==> src/rtl/shift_reg_sipo.sv <==
// shift_reg_sipo: serial-in/parallel-out deserializer.
// Gathers WIDTH strobed bits into a word and presents each completed word on
// a registered output with a VALID/READY handshake. A word that completes
// while the previous word is still unconsumed is dropped, and OVF latches.
module shift_reg_sipo #(
  parameter int               WIDTH      = 8,
  parameter int               CNT_W      = 3,
  parameter logic [WIDTH-1:0] CLEAR_WORD = '0,
  parameter bit               MSB_FIRST  = 1'b1
) (
  input  logic             C,
  input  logic             CLR,
  input  logic             D,
  input  logic             EN,
  input  logic             SYNC,
  input  logic             RDY,
  input  logic             OCLR,
  output logic [WIDTH-1:0] Q,
  output logic             VLD,
  output logic             OVF,
  output logic [CNT_W-1:0] CNT
);

  logic [WIDTH-1:0] r_sr;
  logic [CNT_W-1:0] r_cnt;
  logic [WIDTH-1:0] r_q;
  logic             r_vld;
  logic             r_ovf;

  logic [WIDTH-1:0] w_shift;
  logic             w_last;
  logic             w_done;
  logic             w_load;
  logic             w_drop;
  logic             w_consume;

  // Next shift-register value and word-completion / handshake decode.
  always_comb begin
    w_shift   = '0;
    if (MSB_FIRST) begin
      w_shift = {r_sr[WIDTH-2:0], D};
    end else begin
      w_shift = {D, r_sr[WIDTH-1:1]};
    end
    w_last    = (r_cnt == CNT_W'(WIDTH - 1));
    w_done    = EN && !SYNC && w_last;
    w_consume = r_vld && RDY;
    w_load    = w_done && (!r_vld || RDY);
    w_drop    = w_done && r_vld && !RDY;
  end

  // Shift register: resync loads the clear word, otherwise shift on strobe.
  always_ff @(posedge C or posedge CLR) begin
    if (CLR) begin
      r_sr <= CLEAR_WORD;
    end else if (SYNC) begin
      r_sr <= CLEAR_WORD;
    end else if (EN) begin
      r_sr <= w_shift;
    end
  end

  // Bit counter: counts strobes within a word, wraps on the last bit.
  always_ff @(posedge C or posedge CLR) begin
    if (CLR) begin
      r_cnt <= '0;
    end else if (SYNC) begin
      r_cnt <= '0;
    end else if (EN) begin
      if (w_last) begin
        r_cnt <= '0;
      end else begin
        r_cnt <= r_cnt + CNT_W'(1);
      end
    end
  end

  // Output word and valid flag: load on completion when the slot is free or
  // being consumed in the same cycle; otherwise drop valid on consume.
  always_ff @(posedge C or posedge CLR) begin
    if (CLR) begin
      r_q   <= CLEAR_WORD;
      r_vld <= 1'b0;
    end else if (w_load) begin
      r_q   <= w_shift;
      r_vld <= 1'b1;
    end else if (w_consume) begin
      r_vld <= 1'b0;
    end
  end

  // Sticky overflow: a dropped word sets it and takes priority over clear.
  always_ff @(posedge C or posedge CLR) begin
    if (CLR) begin
      r_ovf <= 1'b0;
    end else if (w_drop) begin
      r_ovf <= 1'b1;
    end else if (OCLR) begin
      r_ovf <= 1'b0;
    end
  end

  assign Q   = r_q;
  assign VLD = r_vld;
  assign OVF = r_ovf;
  assign CNT = r_cnt;

endmodule
==> config.mk <==
export PLATFORM = sky130hd
export DESIGN_NAME = shift_reg_sipo
export DESIGN_NICKNAME = d
export VERILOG_FILES = /design/src/rtl/shift_reg_sipo.sv
export SDC_FILE = /design/constraint.sdc
export NUM_CORES = 1
export LEC_CHECK = 0
export CAP_MARGIN = 30
export CORE_UTILIZATION = 35
export DETAILED_ROUTE_END_ITERATION = 7
export GPL_TIMING_DRIVEN = 0
export PLACE_DENSITY = 0.57
export SLEW_MARGIN = 20
export SYNTH_ARGS = -nofsm -noshare
export SYNTH_HDL_FRONTEND = slang
export SYNTH_SLANG_ARGS = --single-unit
==> constraint.sdc <==
create_clock -name C -period 2.9 [get_ports C]
set_clock_uncertainty 0.05 [all_clocks]
set_input_delay 0.58 -clock C [delete_from_list [all_inputs] [get_ports C]]
set_output_delay 0.58 -clock C [all_outputs]
set_load 0.03 [all_outputs]
==> reports/metrics.cfg, run 1 <==
[power]
p_sw_uw=112
p_comb_uw=43.6
p_seq_share_pct=51.6
power_uw=556
power_leader=registers
p_int_uw=443
swShare_pct=20.2
combPwrFrac_pct=7.8
power_leakage_nw=0.584
peakVddDrop_v=0.000515

[timing]
finalWorstSetupSlack_ns=0.861
fmax_mhz=490
finalCritPeriodShare_pct=70.3
hold_viol=0
setup_tns_ns=0
holdWs_ns=0.475

[worst_setup_path]
cp.depth=1
crit_family=buffers and inverters
critPathBufInv=1
crit_type=reg -> out
critPathLaunchType=flop
cp-endpoint=CNT[0]
crit_slowest_cell=clkdlybuf4s50_1
cp_data_required_time_ns=2.27
arrival_ns=1.41
critical_path.startpoint=CNT[0]$_DFFE_PP0P_

[clock_network]
htree_levels=1
cts_root_buf=clkbuf_4
clock.latency.late_pin_ns=0.30
numCtsBuffers=3
ctsLongestPathBuffers=2
post_cts_buffers=0
cts_hold_buffers=0

[layout]
buffers=22
buffer_area_share_pct=18.5
inv_count=2
largest_cell_class=flip-flops and latches
finalNonFillerCells=112
nClkBuffers=3
seqCellArea_sq_um=500
syn_to_final_growth_pct=31.8
nFillCells=206
clock_area_share_pct=4.56
post-route-util_pct=50.6

[place]
pre_cts_ws_ns=0.899
dpl_cell_area_sq_um=1100

[synthesis]
ys_sh_aoi_pct=0.715
ys_cells=61
ys_seq_share_pct=57.2
top_cell=dfrtp_1
synth-adder-area-share_pct=2.86
synthCells=61
synthTopCellsByCount=dfrtp_1, nor2_1, mux2i_1
yosys_area_sq_um=875
top_cells_by_area=dfrtp_1, mux2_4, mux2i_1, nor2_1, ha_1
synth-warning-count=0
top_area_share_pct=57.2
synth_area_sq_um=875
postSynthAreaPerCell_sq_um=14.3
xor_share_pct=0

[global_route]
antenna_found_initial=0
grt_max_degree=21
overflow=0
grt_pass1_wl_microns=2350

[drt]
drc_errors=0
routed_via_density=4.55

[floorplan]
row_count=17
dieArea_sq_um=2700

[min_path]
holdPathEnd=Q[3]$_DFFE_PP0P_

[status]
status=completed

[run 1: layout by cell type, fill, tap and decap left out, types with 2 or more instances in the layout]
cell | netlist | final
mux2i_1 | 10 | 10
clkbuf_4 | 0 | 3
dfrtp_1 | 20 | 20
nor2_1 | 11 | 11
clkdlybuf4s50_1 | 0 | 19
ha_1 | 2 | 2
mux2_4 | 8 | 8
inv_1 | 2 | 2
[run 1: state kept, by name, indices dropped and copies added, names as in the netlist]
register  flops
VLD           1
CNT           3
r_sr          7
Q             8
OVF           1
[run 1: routing by layer]
layer	up-vias	wire length, microns	global-route usage, %
li1	251	-	-
met1	243	667	14.8
met2	14	644	19.4
met3	2	85	6.73
met4	0	16	5.41
met5	-	0	0
Fig. 1: run 1, the metal 1 layer
(8 px per micron)
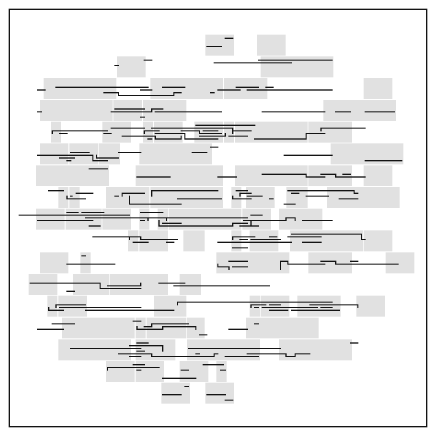
nets with wire on the layer	79
wire length on this layer	668 microns
main direction	horizontal
share of all routed wire	47%
longest straight run	20.2 microns
routed wire length: 1410 microns
grt met1 use: 14.8%

Fig. 2: run 1, signal wires on met2
(10 px per micron)
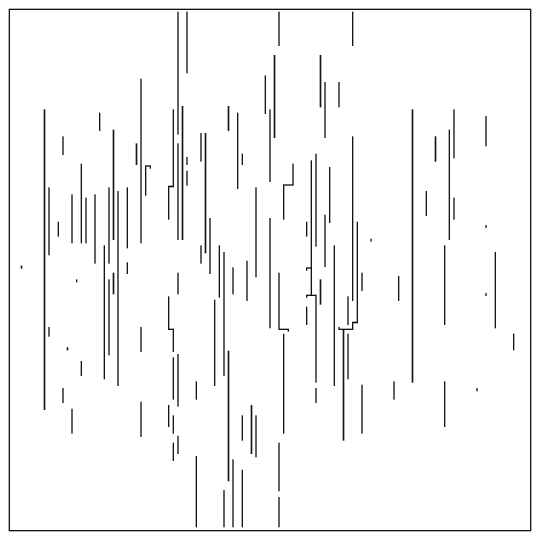
main direction	vertical
wire length on this layer	644 microns
longest straight run	29.9 microns
share of all routed wire	46%
via count: 510
met2 Usage GRT: 19.4%

Fig. 3: run 1, M3 wires
(6 px per micron)
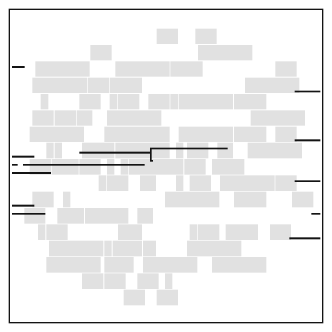
share of all routed wire	6.1%
longest straight run	20.0 microns
nets with wire on the layer	12

Fig. 4: run 1, ports around the boundary
(10 px per micron) Pins as bars across the die edge, other pins in gray.
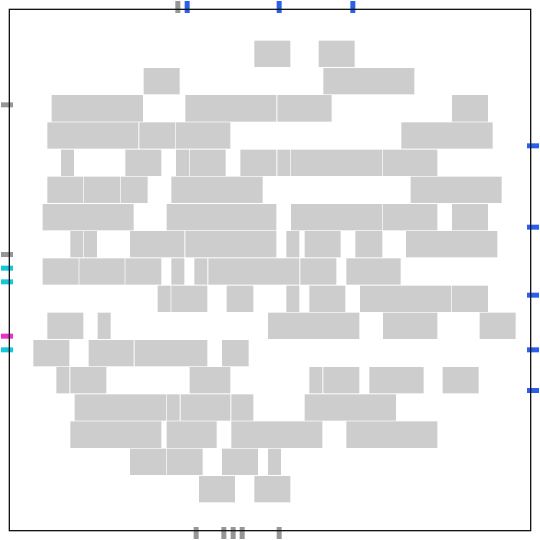
port	color	pins	direction	edge
SYNC	magenta	1	input	left
Q	blue	8	output	5 right, 3 top
CNT	cyan	3	output	left
IO buf count: 19
Die Span Y: 52.0 microns
Die Span X: 52.0 microns

## Run 2: what changed since run 1
--- a/config.mk
+++ b/config.mk
@@ -9,7 +9,7 @@
 export CORE_UTILIZATION = 35
 export DETAILED_ROUTE_END_ITERATION = 7
 export GPL_TIMING_DRIVEN = 0
-export PLACE_DENSITY = 0.57
+export PLACE_DENSITY = 0.59
 export SLEW_MARGIN = 20
 export SYNTH_ARGS = -nofsm -noshare
 export SYNTH_HDL_FRONTEND = slang
==> constraint.sdc (replaced) <==
create_clock -name C -period 1.7 [get_ports C]
set_clock_uncertainty 0.05 [all_clocks]
set_input_delay 0.34 -clock C [delete_from_list [all_inputs] [get_ports C]]
set_output_delay 0.34 -clock C [all_outputs]
set_load 0.03 [all_outputs]
Fig. 5: run 2, the metal 1 layer
(8 px per micron)
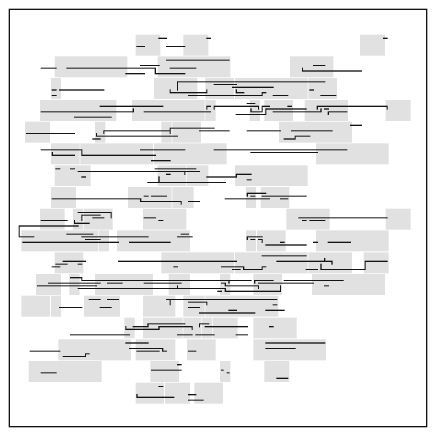
wire length on this layer	698 microns
nets with wire on the layer	79

==> reports/metrics.cfg, run 2 <==
[clock_network]
htree_levels=1  ; unchanged
post_cts_buffers=0  ; unchanged
ctsLongestPathBuffers=2  ; unchanged
numCtsBuffers=3  ; unchanged

[power]
power_uw=769  ; +38%
p_sw_uw=172  ; +53%
p_comb_uw=71.1  ; +63%
swShare_pct=22.3  ; +2.1 points
combPwrFrac_pct=9.2  ; +1.4 points
peakVddDrop_v=0.000379  ; -26%
power_leakage_nw=0.628  ; +7.5%
p_seq_share_pct=63.6  ; +12 points
power_leader=registers

[timing]
finalCritPeriodShare_pct=95.5
finalWorstSetupSlack_ns=0.0759  ; -0.785 ns
holdWs_ns=0.435  ; -0.0402 ns
setup_tns_ns=0  ; unchanged

[global_route]
busiest_layer=met2
overflow=0  ; unchanged
grt_max_degree=21  ; unchanged
grt_pass1_wl_microns=2500  ; +6.7%
met1_usage_pct=16.5  ; +1.7 points
use_met2_pct=21.4  ; +1.9 points
antenna_found_initial=0  ; unchanged

[drt]
wl_microns=1450  ; +2.6%
met1_length_microns=698  ; +4.6%
routed_via_density=4.60  ; +1.1%
drc_errors=0  ; unchanged
wl_met2_microns=685  ; +6.4%
top_layer=met4
dr_wl_met3_microns=53  ; -38%

[floorplan]
die_w_microns=52.0  ; unchanged
dieArea_sq_um=2700  ; unchanged
row_count=17  ; unchanged

[layout]
syn_to_final_growth_pct=26.8
nFillCells=211  ; +2.4%
post-route-util_pct=48.7  ; -1.9 points
finalNonFillerCells=111  ; -0.89%
inv_count=2  ; unchanged
seqCellArea_sq_um=503  ; +0.50%
nClkBuffers=3  ; unchanged
lay_top_count=dfrtp_1
final_cell_mix=dfrtp_1, dlygate4sd2_1, nor2_1

[synthesis]
yosys_area_sq_um=875  ; unchanged
ys_cells=61  ; unchanged
top_cell=dfrtp_1
xor_share_pct=0  ; unchanged
ys_sh_aoi_pct=0.715  ; unchanged
synth-adder-area-share_pct=2.86  ; unchanged
synthTopCellsByCount=dfrtp_1, nor2_1, mux2i_1
synth-warning-count=0  ; unchanged
synth_area_sq_um=875  ; unchanged
ys_seq_share_pct=57.2  ; unchanged
top_area_share_pct=57.2  ; unchanged

[worst_setup_path]
crit_type=reg -> reg
crit_family=flip-flops
crit_slowest_cell=dfrtp_2
critical_path.startpoint=CNT[0]$_DFFE_PP0P_
cp_data_required_time_ns=1.83  ; -0.44 ns
critPathLaunchType=flop
arrival_ns=1.75  ; +0.34 ns

[place]
port-buffer-count=19  ; unchanged
pre_cts_ws_ns=-0.0671  ; -0.966 ns
dpl_cell_area_sq_um=1100  ; +0.23%

[status]
status=completed

Fig. 6: run 2, ports around the boundary
(10 px per micron) Pins as bars across the die edge, other pins in gray.
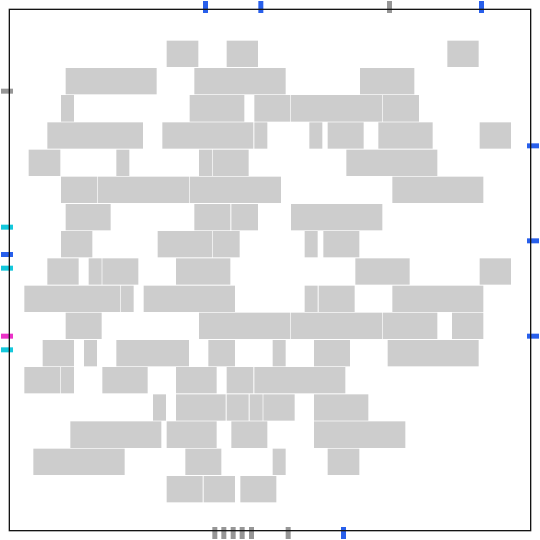
port	color	pins	direction	edge
CNT	cyan	3	output	left
Q	blue	8	output	3 right, 3 top, 1 left, 1 bottom
SYNC	magenta	1	input	left

==> run 2: what timing repair did <==
| item | 4_1_cts | 5_1_grt |
|---|---|---|
| setup endpoints to repair | 13 | 0 |
| hold endpoints to repair | 0 | 0 |
| resized | 13 | 0 |
| hold buffers | 0 | 0 |
==> run 2: final timing paths <==
kind / end / cells past startpoint
setup / recovery: Q[3]$_DFFE_PP0P_ / 6
hold reg to reg: Q[6]$_DFFE_PP0P_ / 1
max in group asynchronous: CNT[1]$_DFFE_PP0P_ / 2
hold / removal: r_sr[6]$_DFFE_PP0P_ / 2
min in group C: Q[6]$_DFFE_PP0P_ / 1
setup reg to reg: Q[3]$_DFFE_PP0P_ / 6
